--- src/rtl/striping_pkg.sv ---
// ---------------------------------------------------------------------------
// striping_pkg
// Definitions shared by the byte-striping stage and the unstripping stage
// that later recombines the two lanes.
//   DEF_DATA_WIDTH : default byte / stripe width
//   state_t        : striping FSM states (IDLE waits for the lane-0 byte,
//                    HALF holds lane 0 and waits for its lane-1 partner)
//   HOLD_CYCLES    : fast-clock cycles each emitted pair stays valid
//                    (one slow-clock period)
// ---------------------------------------------------------------------------
package striping_pkg;

   localparam int DEF_DATA_WIDTH = 8;

   typedef enum logic {
      ST_IDLE = 1'b0,
      ST_HALF = 1'b1
   } state_t;

   localparam int HOLD_CYCLES = 2;

endpackage : striping_pkg

--- src/rtl/byte_striping.sv ---
// ---------------------------------------------------------------------------
// byte_striping
// Splits a fast-clock byte stream onto two stripes: even bytes to lane 0,
// odd bytes to lane 1. A completed pair is presented together for
// HOLD_CYCLES fast cycles. A lone lane-0 byte whose partner does not arrive
// within FLUSH_CYCLES idle cycles is emitted by itself.
//
// Ports
//   clk_2f          in   fast clock (only clock)
//   reset_L         in   asynchronous active-low reset
//   data_in         in   incoming byte
//   valid_in        in   data_in carries a byte this cycle
//   data_stripe_0   out  lane 0 byte, held until the next emission
//   data_stripe_1   out  lane 1 byte, held until the next emission (0 on flush)
//   valid_stripe_0  out  lane 0 valid, high for the hold window
//   valid_stripe_1  out  lane 1 valid, high for the hold window of a pair
//   stripe_strobe   out  one-cycle pulse on each new pair or flush
// ---------------------------------------------------------------------------
module byte_striping
   import striping_pkg::*;
#(
   parameter int DATA_WIDTH   = DEF_DATA_WIDTH,
   parameter int FLUSH_CYCLES = 4
) (
   input  logic                  clk_2f,
   input  logic                  reset_L,
   input  logic [DATA_WIDTH-1:0] data_in,
   input  logic                  valid_in,
   output logic [DATA_WIDTH-1:0] data_stripe_0,
   output logic [DATA_WIDTH-1:0] data_stripe_1,
   output logic                  valid_stripe_0,
   output logic                  valid_stripe_1,
   output logic                  stripe_strobe
);

   // Terminal count of the idle counter; the counter leaves HALF here and so
   // never wraps its 4 bits (FLUSH_CYCLES is limited to 1..15).
   localparam logic [3:0] FLUSH_LAST = 4'(FLUSH_CYCLES - 1);
   localparam logic       HOLD_LOAD  = 1'(HOLD_CYCLES - 1);

   state_t                state, state_nxt;
   logic [3:0]            flush_cnt, flush_cnt_nxt;
   logic [DATA_WIDTH-1:0] hold0;
   logic                  hold_ld;
   logic                  emit_pair, emit_flush;
   logic                  hold_timer;

   // Next-state and emission decode
   always_comb begin
      state_nxt     = state;
      flush_cnt_nxt = flush_cnt;
      hold_ld       = 1'b0;
      emit_pair     = 1'b0;
      emit_flush    = 1'b0;
      case (state)
         ST_IDLE: begin
            if (valid_in) begin
               hold_ld       = 1'b1;
               flush_cnt_nxt = 4'd0;
               state_nxt     = ST_HALF;
            end
         end
         ST_HALF: begin
            if (valid_in) begin
               emit_pair = 1'b1;
               state_nxt = ST_IDLE;
            end else if (flush_cnt == FLUSH_LAST) begin
               emit_flush = 1'b1;
               state_nxt  = ST_IDLE;
            end else begin
               flush_cnt_nxt = flush_cnt + 4'd1;
            end
         end
         default: state_nxt = ST_IDLE;
      endcase
   end

   // State register
   always_ff @(posedge clk_2f or negedge reset_L) begin
      if (!reset_L) begin
         state     <= ST_IDLE;
         flush_cnt <= 4'd0;
      end else begin
         state     <= state_nxt;
         flush_cnt <= flush_cnt_nxt;
      end
   end

   // Lane-0 capture register
   always_ff @(posedge clk_2f or negedge reset_L) begin
      if (!reset_L) begin
         hold0 <= '0;
      end else if (hold_ld) begin
         hold0 <= data_in;
      end
   end

   // Output registers and hold window. The timer is loaded on an emission so
   // the valids survive one further edge; a fresh emission always wins over
   // the timer running out, keeping back-to-back pairs continuously valid.
   always_ff @(posedge clk_2f or negedge reset_L) begin
      if (!reset_L) begin
         data_stripe_0  <= '0;
         data_stripe_1  <= '0;
         valid_stripe_0 <= 1'b0;
         valid_stripe_1 <= 1'b0;
         stripe_strobe  <= 1'b0;
         hold_timer     <= 1'b0;
      end else begin
         stripe_strobe <= emit_pair | emit_flush;
         if (emit_pair | emit_flush) begin
            data_stripe_0  <= hold0;
            data_stripe_1  <= emit_pair ? data_in : '0;
            valid_stripe_0 <= 1'b1;
            valid_stripe_1 <= emit_pair;
            hold_timer     <= HOLD_LOAD;
         end else if (hold_timer) begin
            hold_timer <= 1'b0;
         end else begin
            valid_stripe_0 <= 1'b0;
            valid_stripe_1 <= 1'b0;
         end
      end
   end

endmodule : byte_striping
--- config.mk ---
export PLATFORM = sky130hd
export DESIGN_NAME = byte_striping
export DESIGN_NICKNAME = d
export VERILOG_FILES = /design/src/rtl/striping_pkg.sv /design/src/rtl/byte_striping.sv
export SDC_FILE = /design/constraint.sdc
export NUM_CORES = 1
export LEC_CHECK = 0
export CORE_MARGIN = 8
export CORE_UTILIZATION = 30
export CTS_BUF_LIST = sky130_fd_sc_hd__clkbuf_4
export DETAILED_ROUTE_END_ITERATION = 10
export GPL_TIMING_DRIVEN = 0
export PLACE_DENSITY = 0.53
export SYNTH_ARGS = -nofsm -noshare
export SYNTH_HDL_FRONTEND = slang
export SYNTH_SLANG_ARGS = --single-unit
--- constraint.sdc ---
create_clock -name clk_2f -period 4.7 [get_ports clk_2f]
set_input_delay 0.94 -clock clk_2f [delete_from_list [all_inputs] [get_ports clk_2f]]
set_output_delay 0.94 -clock clk_2f [all_outputs]
set_load 0.005 [all_outputs]
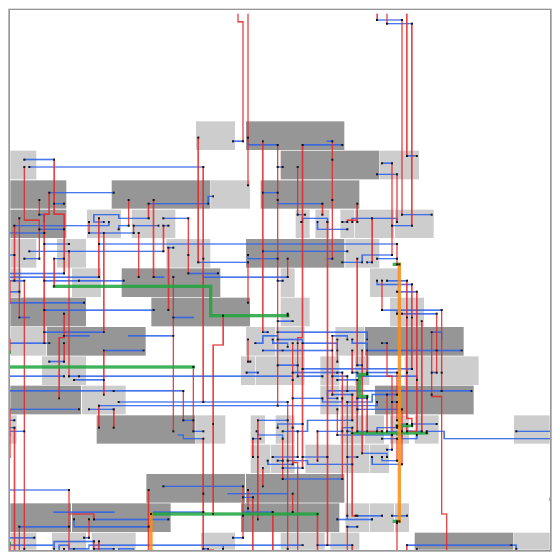
*Zoomed window, run 1*
Region (15, 31) to (65, 81) µm. Cells in gray, sequential cells in the stronger gray; small squares are vias.
color	layer
orange	M4
green	M3
red	M2
blue	M1
most frequent	dfrtp_1 (21), clkdlybuf4s50_1 (8), mux2_2 (7)
cells with their middle in the window	76
sequential cells in the window	21
netlist names of flops here include	`data_stripe_1` (7), `flush_cnt` (4), `data_stripe_0` (3)

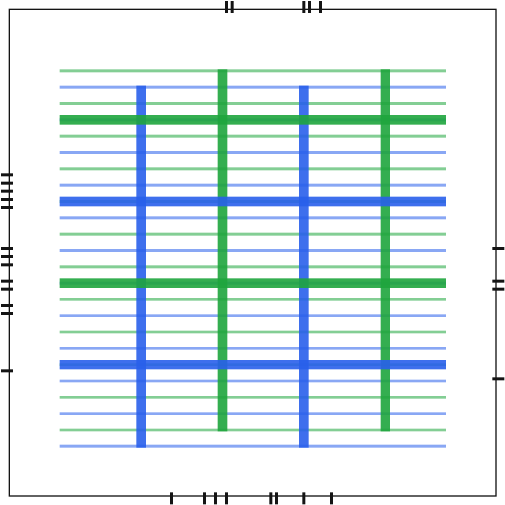
*PDN straps and rails, run 1*
(6 px per µm) Pins as bars on the die edge.
color	net
green	VDD
blue	VSS
signal pins	30
met4 straps	4
rows	23

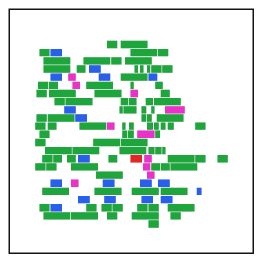
*Cell sizes after repair, run 1*
(3 px per µm)
color	size	cells
magenta	x3 and x4	10
green	x1 and smaller	95
red	x6 and larger	1
blue	x2	18
bufs w/o clock: 32
Area Overhead vs Synth: 32.0%

==> CHANGELOG.md, run 1 <==
### Implementation results

* Sum of buffers and inverters on the critical path at 1
* Fillers at 402
* R2r setup slk at about 3.0 ns
* M3 GR Usage at 4.30%
* Buffer count from post-CTS setup fixing at 0
* I/O pin cnt at 30
* Logic inverters at 3
* Compound Share, Synth at around a tenth
* Worst Hold End: valid_stripe_0
* WHS at 0.483 ns
* Pint at 656 µW
* Via count at around 830
* Clock buffer count in the final layout at 7
* Fin cells at around 170
* Seq/Total Area, Yosys at 63.4%
* Met1 Usage GRT at 10.9%
* TritonCTS clock tree: yes
* Registers, synthesis at 32
* Syn Std Cell Area at about 0.0013 mm²
* Multi-In Gates at ~49
* Pre-CTS setup slack at 2.30 ns
* Switching share of total power at roughly 28%
* Seq. cell area at 801 µm²
* Max FO, Critical Path at 3
* FFs w/ async S/R, synth at 100%
* Slew @ Worst Pin at 0.688 ns
* DR iter-0 viols at 34
* Max layer used: met4
* Final hold vios at 0
* Relative slew slack at 54.2%
* Main synth FF type: dfrtp_1
* Fin. max-slew vios at 0
* Crit path max-delay cell type: clkdlybuf4s50_1
* Run status: complete, no violations
* YS warnings at 0
* Met2 Track Usage GR at 13.7%
* Simple share at 9.12%
* # Taps at 50
* Clk latency late pin at 0.33 ns
* R2R Path Start: flush_cnt[0]
* Die area at 0.00654 mm²
* OpenROAD warning count at 26
* First-pass GRT wire length at 4.55 mm
* Total gr overflow at 0
* Fa+ha+maj area frac at 0.991%
* H-tree depth at 2
* Reg2Reg Depth at 4
* Comb/total area at 25.7%
* Clock tree buffer depth at 2
* CP max stage delay at ~0.52 ns
* Final min period at 2.17 ns
* Clock power frac at 17.5%
* Flop share of the area at 48.0%
* CP startpoint: hold_timer
* Yosys chip area at 0.00126 mm²
* CTS Buf Count at 5
* CP startpoint kind: register
* Fmax at roughly 460 MHz
* Top-area cell share at between 60% and 70%
* Routed wire length per instance at 15.7 µm
* Combinational Area at 428 µm²
* Overall Power at 910 µW
* Critical path type: reg -> out
* Design Area, Final at between 0.0015 and 0.002 mm²
* CTS clock-pin slew for the worst setup and hold paths at 0.09 ns
* Yosys top cell by instances: dfrtp_1
* Drt first pass iters at 4
* Initial antenna violation count at 0
* Data buffer area share at 18.5%
* Post-Place Cells at roughly 170
* RSZ-0062 raised after global routing: false
* CP endpoint kind: primary output
* Worst-path cell chain: clkdlybuf4s50_1
* CTS Hold Bufs at 0
* RR Endpoint: data_stripe_0[3]
* Most frequent cells in the layout: dfrtp_1 (32), clkdlybuf4s50_1 (28), mux2_2 (16)
* Layout cell share with drive strength beyond 1 at 23.4%
* Syn_nets at 99
* P_sw at ~250 µW
* DRT Wirelength at between 2 and 3 mm
* Syn avg cell area at between 10 and 15 µm²
* Seq_cells at 32
* Post-Syn Instances at 87
* HPWL after DPL at about 1.9 mm
* Post-route clock skew at approximately 0.0084 ns
* Cts repair resizes at 0
* Crit path required time at 3.76 ns
* HP Start: valid_stripe_0
* Core area at about 0.0040 mm²
* Top cells by area: dfrtp_1 (63%), mux2_2 (14%), a22o_1 (5.6%)
* Commonest Layout Cell: dfrtp_1
* Yosys Instances at 87
* Top flop regs: data_stripe_0 x8, data_stripe_1 x8, hold0 x8
* Unique masters post-synth at 23
* Met1 WL at 1.22 mm
* Arr. time, crit path at 1.23 ns
* NumNets Final at 135
* Pwr top: registers
* XORs/XNORs by Area at 0%
* Clock Tree Root: clkbuf_4
* Met3 wire length at between 150 and 200 µm
* Gate power share at 34.8%
* Synth area leader: dfrtp_1
* Fin crit share at around 46%
* Rows at 23
* Post-synthesis mux area share at 14.3%
* DRC viols at 0
* Max cap viols at 0
* TritonCTS Sinks at 32
* Worst hold path stage count at 2
* Worst vdd ir at 0.224 mV
* Init Core Util at about a third
* Total negative slack at 0 ns
* EDFF count, synth at 0
### Placed standard cells, run 1

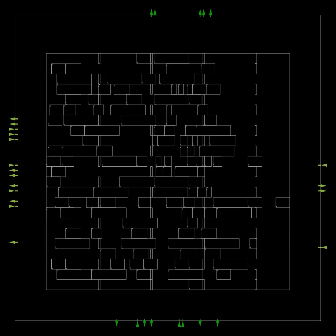

==> run 2, diff against run 1 <==
PLACE_DENSITY = 0.55   (was 0.53)
clock period = 1.8 ns   (was 4.7 ns; I/O delays follow)
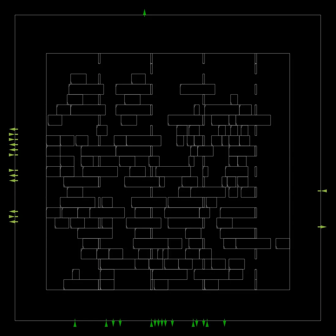
*Placed standard cells, run 2*
Util after Layout: 41.4%
Rows: 23

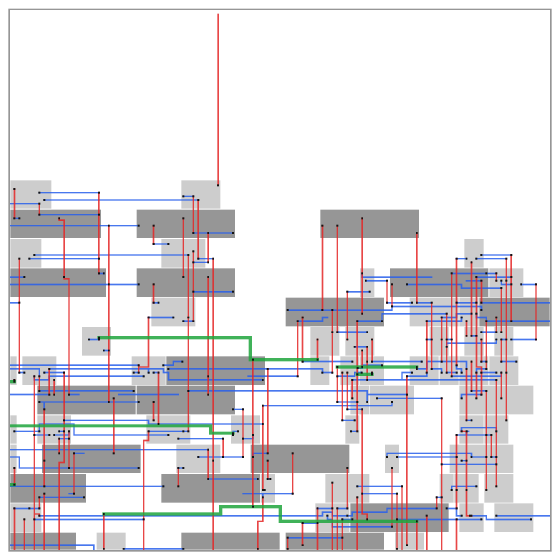
*Zoomed window, run 2*
Region (15, 31) to (65, 81) µm. Cells in gray, sequential cells in the stronger gray; small squares are vias.
color	layer
green	M3
red	M2
blue	M1
most frequent	dfrtp_1 (19), mux2_2 (8), nand3_1 (6)
cells with their middle in the window	67
sequential cells in the window	19
netlist names of flops here include	`data_stripe_0` (5), `flush_cnt` (4), `hold0` (4)

==> run 2 against run 1 <==
  * Routed wire length is 1.7% higher
  * Hold slack got worse by 0.41 ns
  * Die size unchanged
  * Area after synthesis unchanged
  * Core utilization about the same
  * Sequential cell count did not move
  * Register-to-register slack got worse by 2.9 ns
  * Global-route usage is 0.37 points higher
  * Critical endpoint is now data_stripe_0[0]
  * Power increased to 2.6 times the previous value
  * Highest routed layer is now met3
  * Non-clock buffer count up 1
==> CHANGELOG.md, run 2 <==
### Implementation results

* Run status: complete, no violations
* Main synth FF type: dfrtp_1
* Seq_cells at 32 (unchanged)
* Commonest Layout Cell: dfrtp_1
* Fin. max-slew vios at 0 (unchanged)
* Fin crit share at 93.8%
* Yosys Instances at 87 (unchanged)
* # Taps at 50 (unchanged)
* Clock power frac at 16.2% (-1.3 points)
* CP startpoint: flush_cnt[0]
* Core area at 0.00403 mm² (unchanged)
* Design Area, Final at 0.00167 mm² (about the same)
* Bufs w/o clock at 33 (+3.1%)
* FFs w/ async S/R, synth at 100% (unchanged)
* R2R Path Start: flush_cnt[0]
* Largest net degree at the start of global routing at 33
* RR Endpoint: data_stripe_0[0]
* Antenna-violating nets left at 0
* Post-route clock skew at 0.00885 ns (+0.000491 ns)
* Combinational Area at 428 µm² (unchanged)
* Pwr top: registers
* NumNets Final at 136 (+0.74%)
* Gate power share at 35.7% (+0.9 points)
* M3 GR Usage at 4.97% (+0.66 points)
* Arr. time, crit path at 1.90 ns (+0.67 ns)
* Top cells by area: dfrtp_1 (63%), mux2_2 (14%), a22o_1 (5.6%)
* Clock buffer count in the final layout at 6 (-1)
* Number of cells on the critical path at 4
* Final hold vios at 0 (unchanged)
* Total gr overflow at 0 (unchanged)
* R2r setup slk at 0.11 ns (-2.91 ns)
* Comb/total area at 25.7% (about the same)
* Crit path max-delay cell type: dfrtp_1
* CP endpoint kind: register
* P_sw at 669 µW (+160%)
* CTS Buf Count at 5 (unchanged)
* Synth area leader: dfrtp_1
* Data buffer area share at 18.9% (+0.44 points)
* Clock tree buffer depth at 2 (unchanged)
* Overall Power at 2370 µW (+160%)
* Fin cells at 174 (unchanged)
* Post-Syn Instances at 87 (unchanged)
* OpenROAD warning count at 26 (unchanged)
* Area Overhead vs Synth at 32.1% (about the same)
* EDFF count, synth at 0 (unchanged)
* Logic inverters at 3 (unchanged)
* Met3 wire length at 208 µm (+5.1%)
* Seq/Total Area, Yosys at 63.4% (unchanged)
* Max cap viols at 0 (unchanged)
* Yosys chip area at 0.00126 mm² (unchanged)
* Post-synthesis mux area share at 14.3% (unchanged)
* Flop share of the area at 48.0% (about the same)
* Fillers at 392 (-2.5%)
* RSZ-0062 raised after global routing: false
* Slew @ Worst Pin at 0.706 ns (+0.0188 ns)
* Syn_nets at 99 (unchanged)
* H-tree depth at 2 (unchanged)
* Layout cell share with drive strength beyond 1 at 24.2% (+0.81 points)
* Total negative slack at 0 ns (unchanged)
* Buffer count from post-CTS setup fixing at 0 (unchanged)
* Dominant comb cell: multiplexers
* Registers, synthesis at 32 (unchanged)
* TritonCTS clock tree: yes
* Switching share of total power at 28.2% (+0.35 points)
* Met1 WL at 1.26 mm (+2.9%)
* CP max stage delay at 0.42 ns (-0.10 ns)
* Yosys top cell by instances: dfrtp_1
* I/O pin cnt at 30 (unchanged)
* Top flop regs: data_stripe_0 x8, data_stripe_1 x8, hold0 x8
* Drt first pass iters at 4 (unchanged)
* Crit path required time at 2.01 ns (-1.75 ns)
* Syn avg cell area at 14.5 µm² (unchanged)
* XORs/XNORs by Area at 0% (unchanged)
* Top-area cell share at 63.4% (unchanged)
* Post-Place Cells at 166 (unchanged)
* Pre-CTS setup slack at -0.245 ns (-2.54 ns)
* Seq. cell area at 801 µm² (unchanged)
* Final count of negative-setup-slack endpoints at 0
* TritonCTS Sinks at 32 (unchanged)
* Relative slew slack at 52.9% (-1.3 points)
* Critical path type: reg -> reg
* Initial antenna violation count at 0 (unchanged)
* First-pass GRT wire length at 4.66 mm (+2.4%)
* Multi-In Gates at 49 (unchanged)
* Max FO, Critical Path at 9 (+6)
* Reg2Reg Depth at 4 (unchanged)
* CP startpoint kind: register
* Compound Share, Synth at 9.51% (unchanged)
* Worst vdd ir at 0.561 mV (+150%)
* Init Core Util at 31.3% (unchanged)
* DR iter-0 viols at 51 (+50%)
* WHS at 0.0709 ns (-0.413 ns)
* Met2 Track Usage GR at 14.5% (+0.80 points)
* Most frequent cells in the layout: dfrtp_1 (32), clkdlybuf4s50_1 (28), mux2_2 (16)
* Syn Std Cell Area at 0.00126 mm² (unchanged)
* HPWL after DPL at 1.94 mm (+0.96%)
* Max layer used: met3
* Fmax at 592 MHz
* Met1 Usage GRT at 11.5% (+0.66 points)
* Cts repair resizes at 0 (unchanged)
* Clock Tree Root: clkbuf_4
* Clock Power at 383 µW
* Worst-path cell chain: ha_1 -> nor3b_4 -> o21ai_4 -> mux2_2
* CTS clock-pin slew for the worst setup and hold paths at 0.10 ns (about the same)
* Clk latency late pin at 0.32 ns (about the same)
* Pint at 1700 µW (+160%)
* CTS Hold Bufs at 0 (unchanged)
* YS warnings at 0 (unchanged)
* DRC viols at 0 (unchanged)
* Fa+ha+maj area frac at 0.991% (unchanged)
* Die area at 0.00654 mm² (unchanged)
* Unique masters post-synth at 23 (unchanged)
* Sum of buffers and inverters on the critical path at 0 (-1)
* Final min period at 1.69 ns
* Simple share at 9.12% (unchanged)
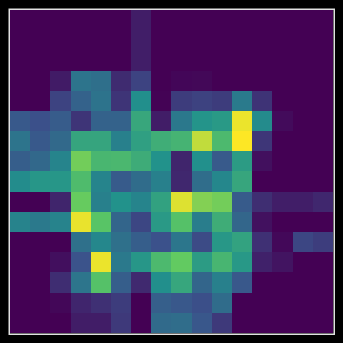
*Wiring heat map, run 2*
(4 px per µm) The die is cut into 16 by 16 equal tiles; dark purple is low, yellow is high, scaled to the fullest tile. Values are wire area over tile area, all layers added.
mean over tiles	0.067
nearly empty tiles	43%
emptiest ninth of the die	top right
densest ninth of the die	middle
tiles over half the peak	17%
fullest tile	0.31
DRT Wirelength: 2.77 mm
routed wire length per instance: 15.9 µm
Global Route Usage Sum: 9.40%
via count: 849

Power is estimated from default activity; no workload was simulated.
